### src/rtl/peak_detector_adaptive_pkg.sv
// peak_pkg: shared definitions for the adaptive PPG peak detector.
//   - default parameter values for the top and the envelope tracker
//   - FSM state type
//   - sat_add: integer add that clamps at an upper bound
package peak_pkg;

  localparam int WIDTH_DEF        = 10;
  localparam int THRESH_MIN_DEF   = 50;
  localparam int REF_PERIOD_DEF   = 8;
  localparam int ENV_SH_DEF       = 2;
  localparam int THR_SH_DEF       = 2;
  localparam int DECAY_PERIOD_DEF = 64;
  localparam int CNT_W_DEF        = 12;

  typedef enum logic [1:0] {
    SEARCH  = 2'd0,
    RISING  = 2'd1,
    REFRACT = 2'd2
  } state_e;

  // Callers truncate the result to their own width; max_v must fit it.
  function automatic int sat_add(input int a, input int b, input int max_v);
    int s;
    s = a + b;
    return (s > max_v) ? max_v : s;
  endfunction

endpackage

### src/rtl/peak_detector_adaptive_env_tracker.sv
// peak_env_tracker: leaky envelope of recent peak amplitudes and the
// detection threshold derived from it.
//   clk, rst_n    : clock, asynchronous active-low reset
//   update_i      : a peak was confirmed; pull env towards peak_amp_i
//   decay_tick_i  : one accepted sub-threshold sample seen in SEARCH
//   peak_amp_i    : signed amplitude of the confirmed peak
//   thr_o         : signed threshold, env - env>>>THR_SH, floored at THRESH_MIN
module peak_env_tracker
  import peak_pkg::*;
#(
  parameter int WIDTH        = WIDTH_DEF,
  parameter int THRESH_MIN   = THRESH_MIN_DEF,
  parameter int ENV_SH       = ENV_SH_DEF,
  parameter int THR_SH       = THR_SH_DEF,
  parameter int DECAY_PERIOD = DECAY_PERIOD_DEF
) (
  input  logic             clk,
  input  logic             rst_n,
  input  logic             update_i,
  input  logic             decay_tick_i,
  input  logic [WIDTH-1:0] peak_amp_i,
  output logic [WIDTH-1:0] thr_o
);

  localparam int DC_W = (DECAY_PERIOD > 1) ? $clog2(DECAY_PERIOD) : 1;
  localparam logic [DC_W-1:0] DC_LAST = DC_W'(DECAY_PERIOD - 1);
  localparam logic signed [WIDTH:0] T_MIN = (WIDTH+1)'(THRESH_MIN);
  localparam int ENV_MAX = (1 << (WIDTH - 1)) - 1;

  logic signed [WIDTH-1:0] env_q, env_d;
  logic [DC_W-1:0]         decay_cnt_q, decay_cnt_d;
  logic signed [WIDTH:0]   env_x, amp_x, thr_raw, step_up, dec_raw;

  always_comb begin
    // One extra bit so differences and subtractions cannot wrap.
    env_x   = {env_q[WIDTH-1], env_q};
    amp_x   = {peak_amp_i[WIDTH-1], peak_amp_i};
    thr_raw = env_x - (env_x >>> THR_SH);
    step_up = (amp_x - env_x) >>> ENV_SH;
    dec_raw = env_x - (env_x >>> ENV_SH);
    thr_o   = WIDTH'((thr_raw < T_MIN) ? T_MIN : thr_raw);

    env_d       = env_q;
    decay_cnt_d = decay_cnt_q;
    if (update_i) begin
      env_d       = WIDTH'(sat_add(int'(env_x), int'(step_up), ENV_MAX));
      decay_cnt_d = '0;
    end else if (decay_tick_i) begin
      if (decay_cnt_q == DC_LAST) begin
        env_d       = WIDTH'((dec_raw < T_MIN) ? T_MIN : dec_raw);
        decay_cnt_d = '0;
      end else begin
        decay_cnt_d = decay_cnt_q + 1'b1;
      end
    end
  end

  always_ff @(posedge clk or negedge rst_n) begin
    if (!rst_n) begin
      env_q       <= WIDTH'(THRESH_MIN);
      decay_cnt_q <= '0;
    end else begin
      env_q       <= env_d;
      decay_cnt_q <= decay_cnt_d;
    end
  end

endmodule

### src/rtl/peak_detector_adaptive.sv
// peak_detector_adaptive: systolic peak detector for a down-sampled PPG
// stream with an adaptive threshold and inter-beat interval output.
//   clk, rst_n    : clock, asynchronous active-low reset
//   en            : block enable; low freezes all state
//   valid_in      : ppg_in valid; a sample is accepted when en && valid_in
//   ppg_in        : signed sample
//   peak_detected : one-cycle pulse, cycle after the confirming sample
//   peak_value    : signed amplitude of the last peak (held)
//   ibi_samples   : last inter-beat interval in accepted samples (held)
//   ibi_valid     : pulses with peak_detected when ibi_samples was updated
//   threshold     : current effective threshold
// Handshake: there is no back-pressure; every cycle with en && valid_in
// consumes exactly one sample, other cycles change nothing except that
// the two pulse outputs return to 0.
module peak_detector_adaptive
  import peak_pkg::*;
#(
  parameter int WIDTH        = WIDTH_DEF,
  parameter int THRESH_MIN   = THRESH_MIN_DEF,
  parameter int REF_PERIOD   = REF_PERIOD_DEF,
  parameter int ENV_SH       = ENV_SH_DEF,
  parameter int THR_SH       = THR_SH_DEF,
  parameter int DECAY_PERIOD = DECAY_PERIOD_DEF,
  parameter int CNT_W        = CNT_W_DEF
) (
  input  logic             clk,
  input  logic             rst_n,
  input  logic             en,
  input  logic             valid_in,
  input  logic [WIDTH-1:0] ppg_in,
  output logic             peak_detected,
  output logic [WIDTH-1:0] peak_value,
  output logic [CNT_W-1:0] ibi_samples,
  output logic             ibi_valid,
  output logic [WIDTH-1:0] threshold
);

  localparam int RC_W    = (REF_PERIOD > 1) ? $clog2(REF_PERIOD) : 1;
  localparam int CNT_MAX = (1 << CNT_W) - 1;

  state_e                  state_q, state_d;
  logic signed [WIDTH-1:0] max_q, max_d;
  logic [RC_W-1:0]         ref_cnt_q, ref_cnt_d;
  logic [CNT_W-1:0]        ibi_cnt_q, ibi_cnt_d;
  logic                    first_seen_q, first_seen_d;
  logic                    peak_det_q, peak_det_d;
  logic [WIDTH-1:0]        peak_val_q, peak_val_d;
  logic [CNT_W-1:0]        ibi_samp_q, ibi_samp_d;
  logic                    ibi_val_q, ibi_val_d;

  logic                    accept, confirm, decay_tick;
  logic signed [WIDTH-1:0] x, thr_s;
  logic [WIDTH-1:0]        thr_w;

  peak_env_tracker #(
    .WIDTH       (WIDTH),
    .THRESH_MIN  (THRESH_MIN),
    .ENV_SH      (ENV_SH),
    .THR_SH      (THR_SH),
    .DECAY_PERIOD(DECAY_PERIOD)
  ) u_env (
    .clk         (clk),
    .rst_n       (rst_n),
    .update_i    (confirm),
    .decay_tick_i(decay_tick),
    .peak_amp_i  (max_q),
    .thr_o       (thr_w)
  );

  always_comb begin
    accept       = en & valid_in;
    x            = ppg_in;
    thr_s        = thr_w;
    confirm      = 1'b0;
    decay_tick   = 1'b0;
    state_d      = state_q;
    max_d        = max_q;
    ref_cnt_d    = ref_cnt_q;
    ibi_cnt_d    = ibi_cnt_q;
    first_seen_d = first_seen_q;
    peak_det_d   = 1'b0;
    peak_val_d   = peak_val_q;
    ibi_samp_d   = ibi_samp_q;
    ibi_val_d    = 1'b0;

    if (accept) begin
      ibi_cnt_d = CNT_W'(sat_add(int'(ibi_cnt_q), 1, CNT_MAX));
      case (state_q)
        SEARCH: begin
          if (x > thr_s) begin
            state_d = RISING;
            max_d   = x;
          end else begin
            decay_tick = 1'b1;
          end
        end
        RISING: begin
          // Equal samples are a plateau: keep waiting for the fall.
          if (x > max_q) max_d = x;
          else if (x < max_q) confirm = 1'b1;
        end
        REFRACT: begin
          if (ref_cnt_q == '0) state_d = SEARCH;
          else ref_cnt_d = ref_cnt_q - 1'b1;
        end
        default: state_d = SEARCH;
      endcase

      if (confirm) begin
        peak_det_d   = 1'b1;
        peak_val_d   = max_q;
        ibi_cnt_d    = '0;
        first_seen_d = 1'b1;
        // The interval includes the confirming sample itself.
        if (first_seen_q) begin
          ibi_samp_d = CNT_W'(sat_add(int'(ibi_cnt_q), 1, CNT_MAX));
          ibi_val_d  = 1'b1;
        end
        if (REF_PERIOD == 0) begin
          state_d = SEARCH;
        end else begin
          state_d   = REFRACT;
          ref_cnt_d = RC_W'(REF_PERIOD - 1);
        end
      end
    end
  end

  always_ff @(posedge clk or negedge rst_n) begin
    if (!rst_n) begin
      state_q      <= SEARCH;
      max_q        <= '0;
      ref_cnt_q    <= '0;
      ibi_cnt_q    <= '0;
      first_seen_q <= 1'b0;
      peak_det_q   <= 1'b0;
      peak_val_q   <= '0;
      ibi_samp_q   <= '0;
      ibi_val_q    <= 1'b0;
    end else begin
      state_q      <= state_d;
      max_q        <= max_d;
      ref_cnt_q    <= ref_cnt_d;
      ibi_cnt_q    <= ibi_cnt_d;
      first_seen_q <= first_seen_d;
      peak_det_q   <= peak_det_d;
      peak_val_q   <= peak_val_d;
      ibi_samp_q   <= ibi_samp_d;
      ibi_val_q    <= ibi_val_d;
    end
  end

  assign peak_detected = peak_det_q;
  assign peak_value    = peak_val_q;
  assign ibi_samples   = ibi_samp_q;
  assign ibi_valid     = ibi_val_q;
  assign threshold     = thr_w;

endmodule
### config.mk
export PLATFORM = sky130hd
export DESIGN_NAME = peak_detector_adaptive
export DESIGN_NICKNAME = d
export VERILOG_FILES = /design/src/rtl/peak_detector_adaptive_pkg.sv /design/src/rtl/peak_detector_adaptive_env_tracker.sv /design/src/rtl/peak_detector_adaptive.sv
export SDC_FILE = /design/constraint.sdc
export NUM_CORES = 1
export LEC_CHECK = 0
export CAP_MARGIN = 30
export CORE_MARGIN = 1.5
export CORE_UTILIZATION = 35
export CTS_CLUSTER_SIZE = 12
export DETAILED_ROUTE_END_ITERATION = 12
export HOLD_SLACK_MARGIN = 0.12
export PLACE_DENSITY = 0.56
export SYNTH_ARGS = -nofsm -noshare
export SYNTH_HDL_FRONTEND = slang
export SYNTH_HIERARCHICAL = 1
export SYNTH_SLANG_ARGS = --single-unit
### constraint.sdc
create_clock -name clk -period 6.05 [get_ports clk]
set_clock_uncertainty 0.15 [all_clocks]
set_input_delay 1.21 -clock clk [delete_from_list [all_inputs] [get_ports clk]]
set_output_delay 1.21 -clock clk [all_outputs]
set_load 0.02 [all_outputs]
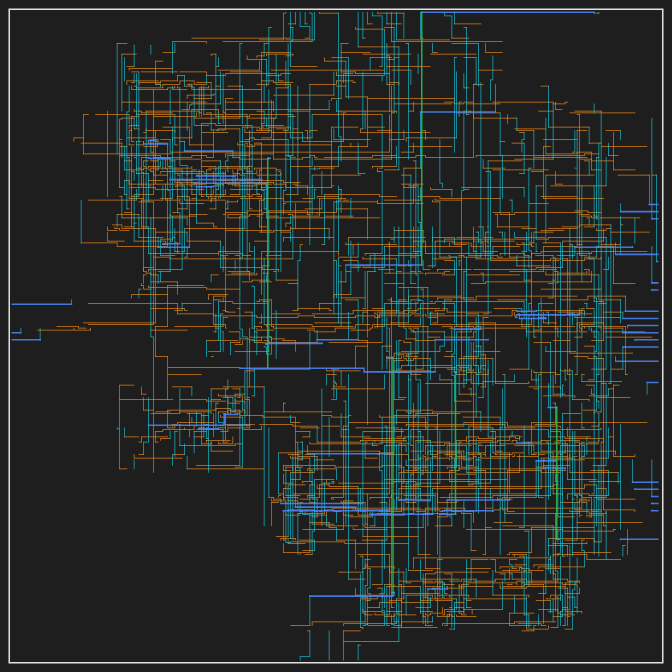
Fig. 1. Wiring by layer (run 1).
[blue] metal 3 | wire length: 508 um
[green] metal 4 | wire length: 186 um
[cyan] metal 2 | wire length: 6100 um
[orange] metal 1 | wire length: 6130 um
routed wire length: 12920 um
wire per inst: 16.52 um
routed vias: 4304

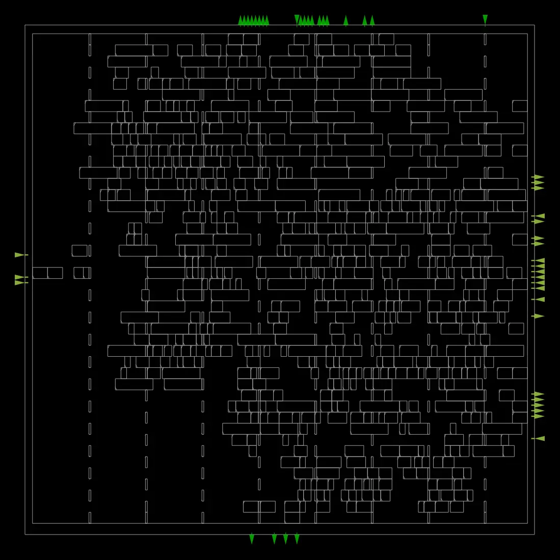
Fig. 2. Placement view (run 1).
final core area utilization: 0.4182
Rows: 44
CORE AREA: 0.01448 mm2

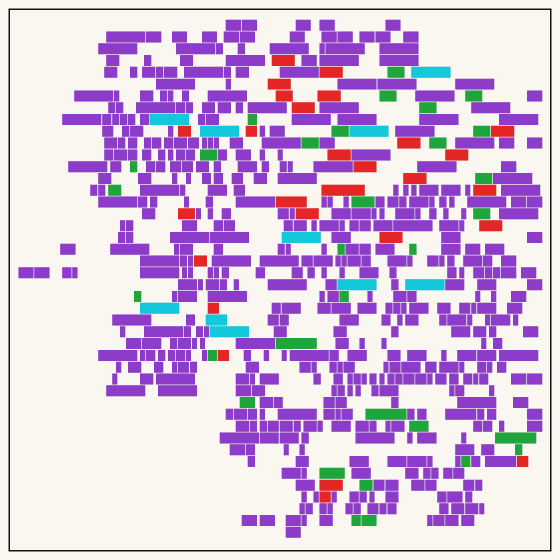
Fig. 3. Sizing map (run 1).
[purple] _0 and _1 cells | cells: 530 | share: 89% | most used: dfrtp_1
[green] _2 cells | cells: 31 | share: 5.2% | most used: mux2_2
[cyan] _6 and larger | cells: 10 | share: 1.7% | most used: clkbuf_16
[red] _3 and _4 cells | cells: 27 | share: 4.5% | most used: mux2_4

==> CHANGELOG.md, run 1 <==
## Implementation

* Status: complete, no violations
* Post-Syn Area at 0.005170 mm2
* Non-filler cells, final at 782
* Worst hold path type: reg2reg
* Multiplexer share at 0.07236
* Worst r2r path cells at 20
* Layout Cell Area excl Fill at a little over 0.006 mm2
* Fin. max-slew vios at 0
* Worst-path fanout max at 11
* F_max at 185.6 MHz
* Crit path largest cell delay at about 0.59 ns
* Drt pass-1 iters at 5
* Nets at 663
* Hold Fails Final Rpt at 0
* Basic Gates by Area at 0.1467
* Top Ports at 48
* Largest family of logic cells by area: AND-OR/OR-AND gates
* Register clock-pin slew on the reported worst setup and hold paths at around 0.060 ns
* Gr ovfl total at 0
* Worst Hold Depth at 1
* Yosys cell count at 551
* P&R area growth vs syn at 17.11%
* Initial DRC count at about 320
* Clk_lat worst skew at 0.34 ns
* Yosys aoi share at 0.2098
* Crit path DRT at 6.14 ns
[run 1: final timing paths]
kind,from,end,slack (ns)
worst min register to register,peak_value[0],peak_value[0],0.36
min in group asynchronous,rst_n,u_env/env_q[3],0.91
worst max-delay path,u_env/env_q[1],u_env/env_q[5],0.66
max in group asynchronous,rst_n,peak_detected,4.21
worst min-delay path,peak_value[0],peak_value[0],0.36
worst max register to register,u_env/env_q[1],u_env/env_q[5],0.66
[run 1: cell type report]
| type | instances | area (um2) | share of cell area |
|---|---|---|---|
| well taps | 184 | 230.2 | 0.03802 |
| repair buffers | 52 | 503.0 | 0.08307 |
| inverters | 52 | 200.2 | 0.03306 |
| flip-flops and latches | 68 | 1705 | 0.2817 |
| clock buffers | 10 | 239.0 | 0.03947 |
| clock inverters | 5 | 28.78 | 0.004753 |
| multi-input cells | 411 | 3148 | 0.5199 |
[run 1: synth_stat cells (all sizes together), types with 9 or more instances]
cell type	count	area, um2
dfrtp	65	1627
ha	53	663.1
inv	51	191.4
nand2	37	156.4
a21oi	36	180.2
nor2	35	131.4
o21ai	31	155.1
mux2	27	364.1
xnor2	20	175.2
a21o	14	105.1
and3	13	81.33
clkbuf	11	41.29
nand4	10	62.56
a41oi	9	86.34
buf	9	75.06
nand3	9	45.04
[run 1: per-layer routing]
metal	vias to the layer above	routed length [um]	track usage
li1	2092	-	-
met1	2091	6125	0.2327
met2	110	6099	0.2744
met3	11	507	0.03866
met4	0	185	0.04936
met5	-	0	0
[run 1: power by group]
group	leakage, nW	switching [W]	internal (W)	total [W]
Combinational	1.81	0.00149	0.00123	0.00272
Clock	0.138	0.000206	0.000284	0.000490
Sequential	0.834	0.000175	0.000617	0.000792
Total	2.79	0.00187	0.00213	0.00400
==> inputs of run 2 (changes only) <==
--- a/config.mk
+++ b/config.mk
@@ -6,6 +6,7 @@
 export NUM_CORES = 1
 export LEC_CHECK = 0
 export CAP_MARGIN = 30
+export CORE_ASPECT_RATIO = 0.6
 export CORE_MARGIN = 1.5
 export CORE_UTILIZATION = 35
 export CTS_CLUSTER_SIZE = 12
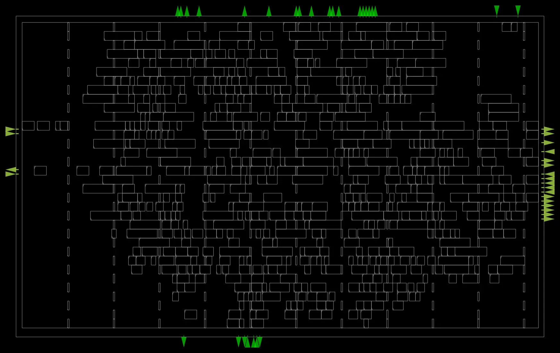
Fig. 4. Placement view (run 2).
tap cells: 198
Rows: 34
flop share of the area: 0.2806
CORE AREA: 0.01446 mm2

==> CHANGELOG.md, run 2 <==
## Implementation

* Nets at 663 (unchanged)
* Met1 WL at 7298 um (+19%)
* Met3 WL at 786 um (+55%)
* Seq pwr share at 0.194 (-0.004)
* Met3 Track Usage GR at 0.03372 (-0.004942)
* Reg-to-reg critical path startpoint: u_env/env_q[1]
* Grt met2 use at 0.2429 (-0.03154)
* GR peak layer: met1
* Worst r2r path cells at 21 (+5.0%)
* DR top layer: met4
* Non-filler cells, final at 797 (+1.9%)
* Internal power at 0.002158 W (+1.4%)
* Final core area utilization at 0.4202 (+0.002077)
* Top Ports at 48 (unchanged)
* Fin. max-slew vios at 0 (unchanged)
* Crit path DRT at 6.16 ns (+0.02 ns)
* Yosys cell count at 551 (unchanged)
* Area share, top type at 0.3146 (unchanged)
* Clock share of power at 0.120 (-0.002)
* Worst Hold Depth at 2 (+1)
* Crit path largest cell delay at 0.58 ns (about the same)
* Worst-path fanout max at 11 (unchanged)
* Count leader, synth: dfrtp_1
* P&R area growth vs syn at 17.57%
* Top cells by count, synth: dfrtp_1, ha_1, inv_1
* Most area-hungry cell type in the Yosys netlist: dfrtp_1
* Gr ovfl total at 0 (unchanged)
* Main area contributors: dfrtp_1, ha_1, mux2_4, inv_1, a21oi_1
* Hold Crit Start: u_env/env_q[5]
* Initial DRC count at 396 (+25%)
* Worst hold path type: reg2reg
* Status: complete, no violations
* Sw frac at 0.4712 (+0.003132)
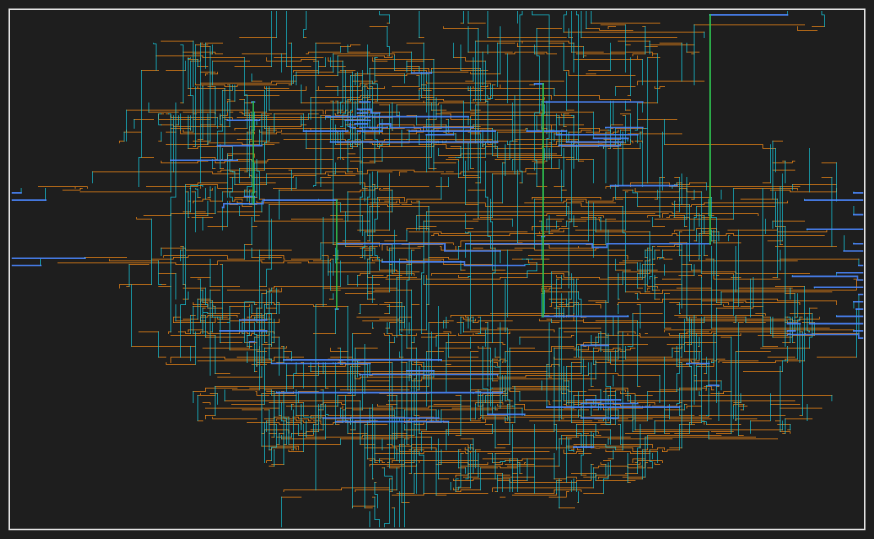
Fig. 5. Wiring by layer (run 2).
[orange] metal 1 | wire length: 7300 um
[green] metal 4 | wire length: 126 um
[cyan] metal 2 | wire length: 5190 um
[blue] metal 3 | wire length: 787 um
wire per inst: 16.82 um
routed vias: 4313
GRT Total Usage: 0.1810
routed wire length: 13400 um

[run 2: cells by family (layout without fill, tap and decap cells)]
group | after synthesis | in the layout | synth area share
buffers and inverters | 72 | 120 | 0.06123
DFF | 68 | 68 | 0.3299
and+or+nand+nor | 147 | 147 | 0.1467
AOI/OAI and AO/OA | 155 | 155 | 0.2098
adders and majority gates | 55 | 55 | 0.1360
xor gates and xnor gates | 26 | 26 | 0.04405
muxes | 28 | 28 | 0.07236
[run 2: worst paths after layout]
kind	slack [ns]	to
min	0.35	u_env/env_q[5]
min reg2reg	0.35	u_env/env_q[5]
min in group asynchronous	0.93	ibi_valid
max in group asynchronous	4.23	state_q[1]
max	0.63	u_env/env_q[2]
max reg2reg	0.63	u_env/env_q[2]
[run 2: area by class of cell]
cell class,count,area (um2),share of cell area
inverters,52,200.2,0.03294
flip-flops and latches,68,1705,0.2806
clock inverters,2,10.01,0.001647
clock buffers,14,264.0,0.04343
multi-input cells,411,3148,0.5179
well taps,198,247.7,0.04076
repair buffers,52,503.0,0.08275
[run 2: power groups by stage]
stage / clock, W / combinational, W / sequential, W
final: 0.000489 / 0.00280 / 0.000790
after global routing: 0.000524 / 0.00308 / 0.000818
after CTS: 0.000504 / 0.00277 / 0.000789
after detailed placement: 0 / 0.00275 / 0.000795
after global placement: 0 / 0.00270 / 0.000789
after floorplan: 0 / 0.00193 / 0.000805
[run 2: through the flow]
| step | instance area (um2) | power (W) |
|---|---|---|
| 2_1_floorplan | 5170 | 0.002739 |
| 3_3_place_gp | 5804 | 0.003492 |
| 3_5_place_dp | 5804 | 0.003548 |
| 4_1_cts | 6078 | 0.004063 |
| 5_1_grt | 6078 | 0.004424 |
| 6_report | 6078 | 0.004082 |
Power figures rest on the tool's default switching activity, not on a simulated workload.
